### config.mk
export PLATFORM = sky130hd
export DESIGN_NAME = sbox_pipe_array
export DESIGN_NICKNAME = d
export VERILOG_FILES = /design/src/rtl/sbox_pipe_array.sv
export SDC_FILE = /design/constraint.sdc
export NUM_CORES = 2
export LEC_CHECK = 0
export ABC_AREA = 1
export CORE_MARGIN = 2
export CORE_UTILIZATION = 52
export CTS_CLUSTER_DIAMETER = 150
export DETAILED_ROUTE_END_ITERATION = 16
export PLACE_DENSITY = 0.65
export SLEW_MARGIN = 15
export SYNTH_ARGS = -nofsm -noshare
export SYNTH_HDL_FRONTEND = slang
export SYNTH_SLANG_ARGS = --single-unit
### constraint.sdc
create_clock -name clk -period 16.03 [get_ports clk]
set_input_delay 2.4045 -clock clk [delete_from_list [all_inputs] [get_ports clk]]
set_output_delay 2.4045 -clock clk [all_outputs]
set_load 0.05 [all_outputs]
### src/rtl/sbox_pipe_array.sv
// Pipelined multi-lane AES combined S-box / inverse S-box with valid/ready flow control.
// Per lane: x^-1 = x^16 * (x^17)^-1, where D = x^17 lies in the GF(2^4) subfield.
module sbox_pipe_array #(
    parameter int NUM_LANES   = 4,
    parameter int PIPE_STAGES = 2
) (
    input  logic                   clk,
    input  logic                   reset,
    input  logic                   in_valid,
    output logic                   in_ready,
    input  logic                   in_encrypt,
    input  logic [8*NUM_LANES-1:0] in_data,
    output logic                   out_valid,
    input  logic                   out_ready,
    output logic                   out_encrypt,
    output logic [8*NUM_LANES-1:0] out_data,
    output logic                   busy
);
    localparam int W = 8 * NUM_LANES;

    function automatic logic [7:0] gf_mul(input logic [7:0] a, input logic [7:0] b);
        logic [7:0] p;
        logic [7:0] t;
        p = 8'h00;
        t = a;
        for (int i = 0; i < 8; i++) begin
            if (b[i]) p = p ^ t;
            t = {t[6:0], 1'b0} ^ (t[7] ? 8'h1B : 8'h00);
        end
        return p;
    endfunction

    function automatic logic [7:0] fwd_affine(input logic [7:0] x);
        return x ^ {x[6:0], x[7]} ^ {x[5:0], x[7:6]} ^ {x[4:0], x[7:5]} ^ {x[3:0], x[7:4]} ^ 8'h63;
    endfunction

    function automatic logic [7:0] inv_affine(input logic [7:0] s);
        return {s[6:0], s[7]} ^ {s[4:0], s[7:5]} ^ {s[1:0], s[7:2]} ^ 8'h05;
    endfunction

    // Input transform and exponentiation: returns {x^16, D}.
    function automatic logic [15:0] lane_exp(input logic [7:0] b, input logic enc);
        logic [7:0] x;
        logic [7:0] x16;
        x   = enc ? b : inv_affine(b);
        x16 = x;
        for (int i = 0; i < 4; i++) x16 = gf_mul(x16, x16);
        return {x16, gf_mul(x16, x)};
    endfunction

    // D^14 is D^-1 inside GF(2^4) and maps 0 to 0.
    function automatic logic [7:0] sub_inv(input logic [7:0] d);
        logic [7:0] d2;
        logic [7:0] d4;
        logic [7:0] d8;
        d2 = gf_mul(d, d);
        d4 = gf_mul(d2, d2);
        d8 = gf_mul(d4, d4);
        return gf_mul(gf_mul(d8, d4), d2);
    endfunction

    function automatic logic [7:0] lane_out(input logic [7:0] x16, input logic [7:0] e, input logic enc);
        logic [7:0] m;
        m = gf_mul(x16, e);
        return enc ? fwd_affine(m) : m;
    endfunction

    logic [PIPE_STAGES-1:0] r_valid;
    logic [PIPE_STAGES-1:0] w_en;
    logic [PIPE_STAGES:0]   w_vchain;
    logic [W-1:0]           w_x16;
    logic [W-1:0]           w_d;
    logic [W-1:0]           w_out_next;
    logic                   w_out_enc_next;
    logic [W-1:0]           r_out_data;
    logic                   r_out_enc;

    // Stage k loads when it is empty or everything after it can move; in_ready is stage 0's load.
    always_comb begin
        logic w_acc;
        w_acc = out_ready;
        w_en  = '0;
        for (int k = PIPE_STAGES - 1; k >= 0; k--) begin
            w_acc   = w_acc | ~r_valid[k];
            w_en[k] = w_acc;
        end
    end

    assign w_vchain = {r_valid, in_valid};

    always_ff @(posedge clk or posedge reset) begin
        if (reset) begin
            r_valid <= '0;
        end else begin
            for (int k = 0; k < PIPE_STAGES; k++)
                if (w_en[k]) r_valid[k] <= w_vchain[k];
        end
    end

    always_comb begin
        w_x16 = '0;
        w_d   = '0;
        for (int l = 0; l < NUM_LANES; l++)
            {w_x16[8*l +: 8], w_d[8*l +: 8]} = lane_exp(in_data[8*l +: 8], in_encrypt);
    end

    if (PIPE_STAGES == 1) begin : g_p1
        always_comb begin
            w_out_next = '0;
            for (int l = 0; l < NUM_LANES; l++)
                w_out_next[8*l +: 8] = lane_out(w_x16[8*l +: 8], sub_inv(w_d[8*l +: 8]), in_encrypt);
            w_out_enc_next = in_encrypt;
        end
    end else begin : g_pn
        logic [W-1:0] r_s1_x16;
        logic [W-1:0] r_s1_d;
        logic         r_s1_enc;

        always_ff @(posedge clk or posedge reset) begin
            if (reset) begin
                r_s1_x16 <= '0;
                r_s1_d   <= '0;
                r_s1_enc <= 1'b0;
            end else if (w_en[0]) begin
                r_s1_x16 <= w_x16;
                r_s1_d   <= w_d;
                r_s1_enc <= in_encrypt;
            end
        end

        if (PIPE_STAGES == 2) begin : g_p2
            always_comb begin
                w_out_next = '0;
                for (int l = 0; l < NUM_LANES; l++)
                    w_out_next[8*l +: 8] = lane_out(r_s1_x16[8*l +: 8], sub_inv(r_s1_d[8*l +: 8]), r_s1_enc);
                w_out_enc_next = r_s1_enc;
            end
        end else begin : g_p3
            logic [W-1:0] w_s1_e;
            logic [W-1:0] r_s2_x16;
            logic [W-1:0] r_s2_e;
            logic         r_s2_enc;

            always_comb begin
                w_s1_e = '0;
                for (int l = 0; l < NUM_LANES; l++)
                    w_s1_e[8*l +: 8] = sub_inv(r_s1_d[8*l +: 8]);
            end

            always_ff @(posedge clk or posedge reset) begin
                if (reset) begin
                    r_s2_x16 <= '0;
                    r_s2_e   <= '0;
                    r_s2_enc <= 1'b0;
                end else if (w_en[1]) begin
                    r_s2_x16 <= r_s1_x16;
                    r_s2_e   <= w_s1_e;
                    r_s2_enc <= r_s1_enc;
                end
            end

            always_comb begin
                w_out_next = '0;
                for (int l = 0; l < NUM_LANES; l++)
                    w_out_next[8*l +: 8] = lane_out(r_s2_x16[8*l +: 8], r_s2_e[8*l +: 8], r_s2_enc);
                w_out_enc_next = r_s2_enc;
            end
        end
    end

    always_ff @(posedge clk or posedge reset) begin
        if (reset) begin
            r_out_data <= '0;
            r_out_enc  <= 1'b0;
        end else if (w_en[PIPE_STAGES-1]) begin
            r_out_data <= w_out_next;
            r_out_enc  <= w_out_enc_next;
        end
    end

    assign in_ready    = w_en[0];
    assign out_valid   = r_valid[PIPE_STAGES-1];
    assign out_data    = r_out_data;
    assign out_encrypt = r_out_enc;
    assign busy        = |r_valid;
endmodule
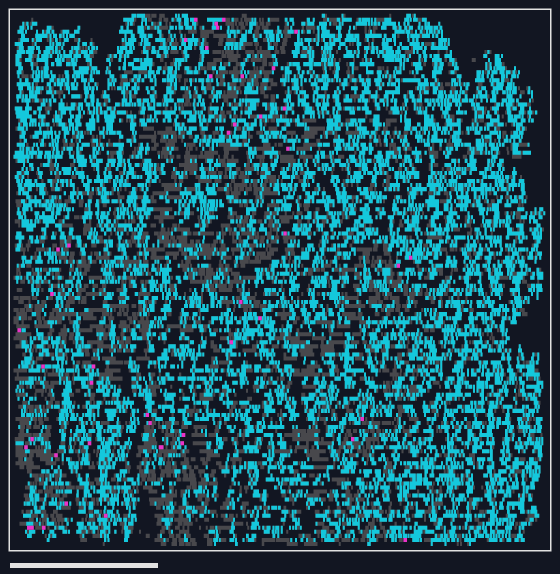
(selected gate families)
The bar under the picture is 100 µm long.
AND and OR gates: marked magenta, cells 45, most used or2_1. NAND gates: marked cyan, cells 9856, most used nand2_1, where widely spread.
Comb area share: 81.88%
final cell count without fillers: 15.68k
most frequent logic cell in the layout: nand2_1

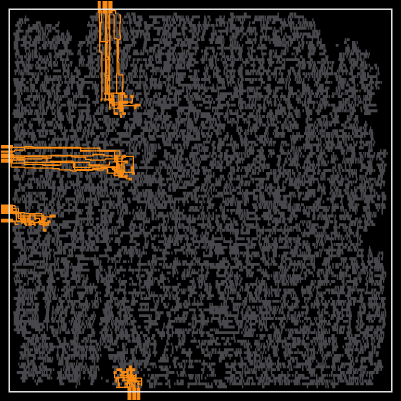
(nets reached from selected ports)
in_data: marked orange, bits 32, direction input, edge 16 left, 8 bottom, 8 top, end cells 99, buffers 32, wire 2640 µm.
port buffer count: 72
I/O Pins: 73

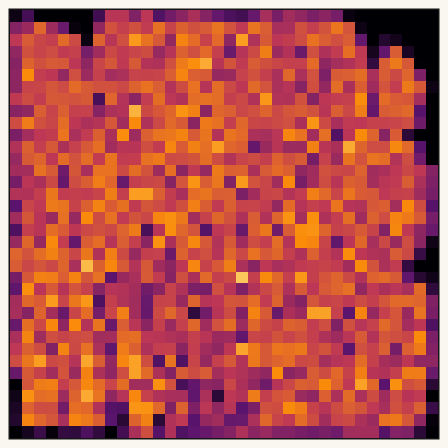
(cell area per tile)
36 x 36 tiles, from black (low) to pale yellow (high), 0 to 100% covered.
The emptiest ninth of the die: top right. 3.5% of the tiles are over 75% full. The fullest tile reaches 88%.
Core Area: 0.1292 mm²
final core occ: 53.32%

Yosys cell counts, drive strengths merged:
master       instances
o211ai              12
xnor2              316
a21o                 4
nand3             2503
nand3b             136
o21ai              265
buf                213
xnor3                1
o21bai              24
or2                 43
dfrtp              100
nor2               811
o21a                 1
clkinv               8
ha                  28
dlygate4sd3          1
inv               1731
o2111ai              1
xor2               533
and2                 2
nand2b               4
a21boi               2
a31oi                2
a21oi               63
clkbuf              92
nand4              151
nand2             7062
nor3                 4
o22ai                5
flip-flops by register name, summed over array words and instances, names as in the netlist:
name           flops
g_pn.r_s1_d       32
g_pn.r_s1_x16     32
out_data          32
r_valid            2
g_pn.r_s1_enc      1
out_encrypt        1
==> results.toml <==
# implementation run metrics
[worst_setup_path]
path_class = "in -> reg"
r2r-end = "out_data[11]"
endpoint = "g_pn.r_s1_d[16]"
critPathCaptureType = "flip-flop"
slowest_stage = "o21ai_2"
r2r_slack_ns = 4.23
reg2regPathDepth = 73
start_kind = "input pin"
critPathBufInv = 11
critPathMostFrequentCell = "nand2_1"

[hold_path]
holdPathStages = 2
worstHoldPathType = "reg -> reg"
hp-start = "out_data[8]"

[clock_tree]
cts_hold_buf = 0
cts.path.max_buffers = 2
cts-root-buf = "clkbuf_16"
clk_pin_slew_worst_paths_ns = 0.09
cts_tree = "yes"
cts_buffers = 9
post_cts_buffers = 0
clock_sinks = 100

[grt]
grt_max_degree = 69
grt.met3_usage_pct = 2.858
grt.overflow.total = 0
grt_use_met1_pct = 42.96
grt.busiest_layer = "met2"
grt_antenna_before_repair = 10

[logic_synthesis]
netlist_logic_family_top = "simple AND/OR/NAND/NOR gates"
ys_sh_aoi_pct = 3.220
syn_area_per_cell_um2 = 4.780
synth.area.mux_share_pct = 0
fa_ha_area_share_pct = 0.5191
yosysChipArea_mm2 = 0.06749
syn_nets = 14180
yosys_register_bits = 100
synth_area_leader_cell = "nand2_1"

[final_layout]
logic_area_mm2 = 0.05639
flops = 100
nonClkBufAreaFrac_pct = 1.366
regArea_mm2 = 0.002504
seq_share_pct = 3.635
n_clock_buffer = 10
syn_to_final_growth_pct = 2.043
final_nets = 13990

[die]
chipArea_mm2 = 0.1327
floorplan.rows = 132
die_x_um = 364.3
fp_util_pct = 52.26
dieHeight_um = 364.3

[routing]
remaining_drc_errors = 0
wl_um = 219600

[flow_run]
drv_cap = 0

[timing]
hold_viol_final = 0
worst_slack_ns = 3.740
fmax_mhz = 81.36
hold_slack_ns = 0.4894

[place]
placed_area_mm2 = 0.06857

[status]
outcome = "finished clean"
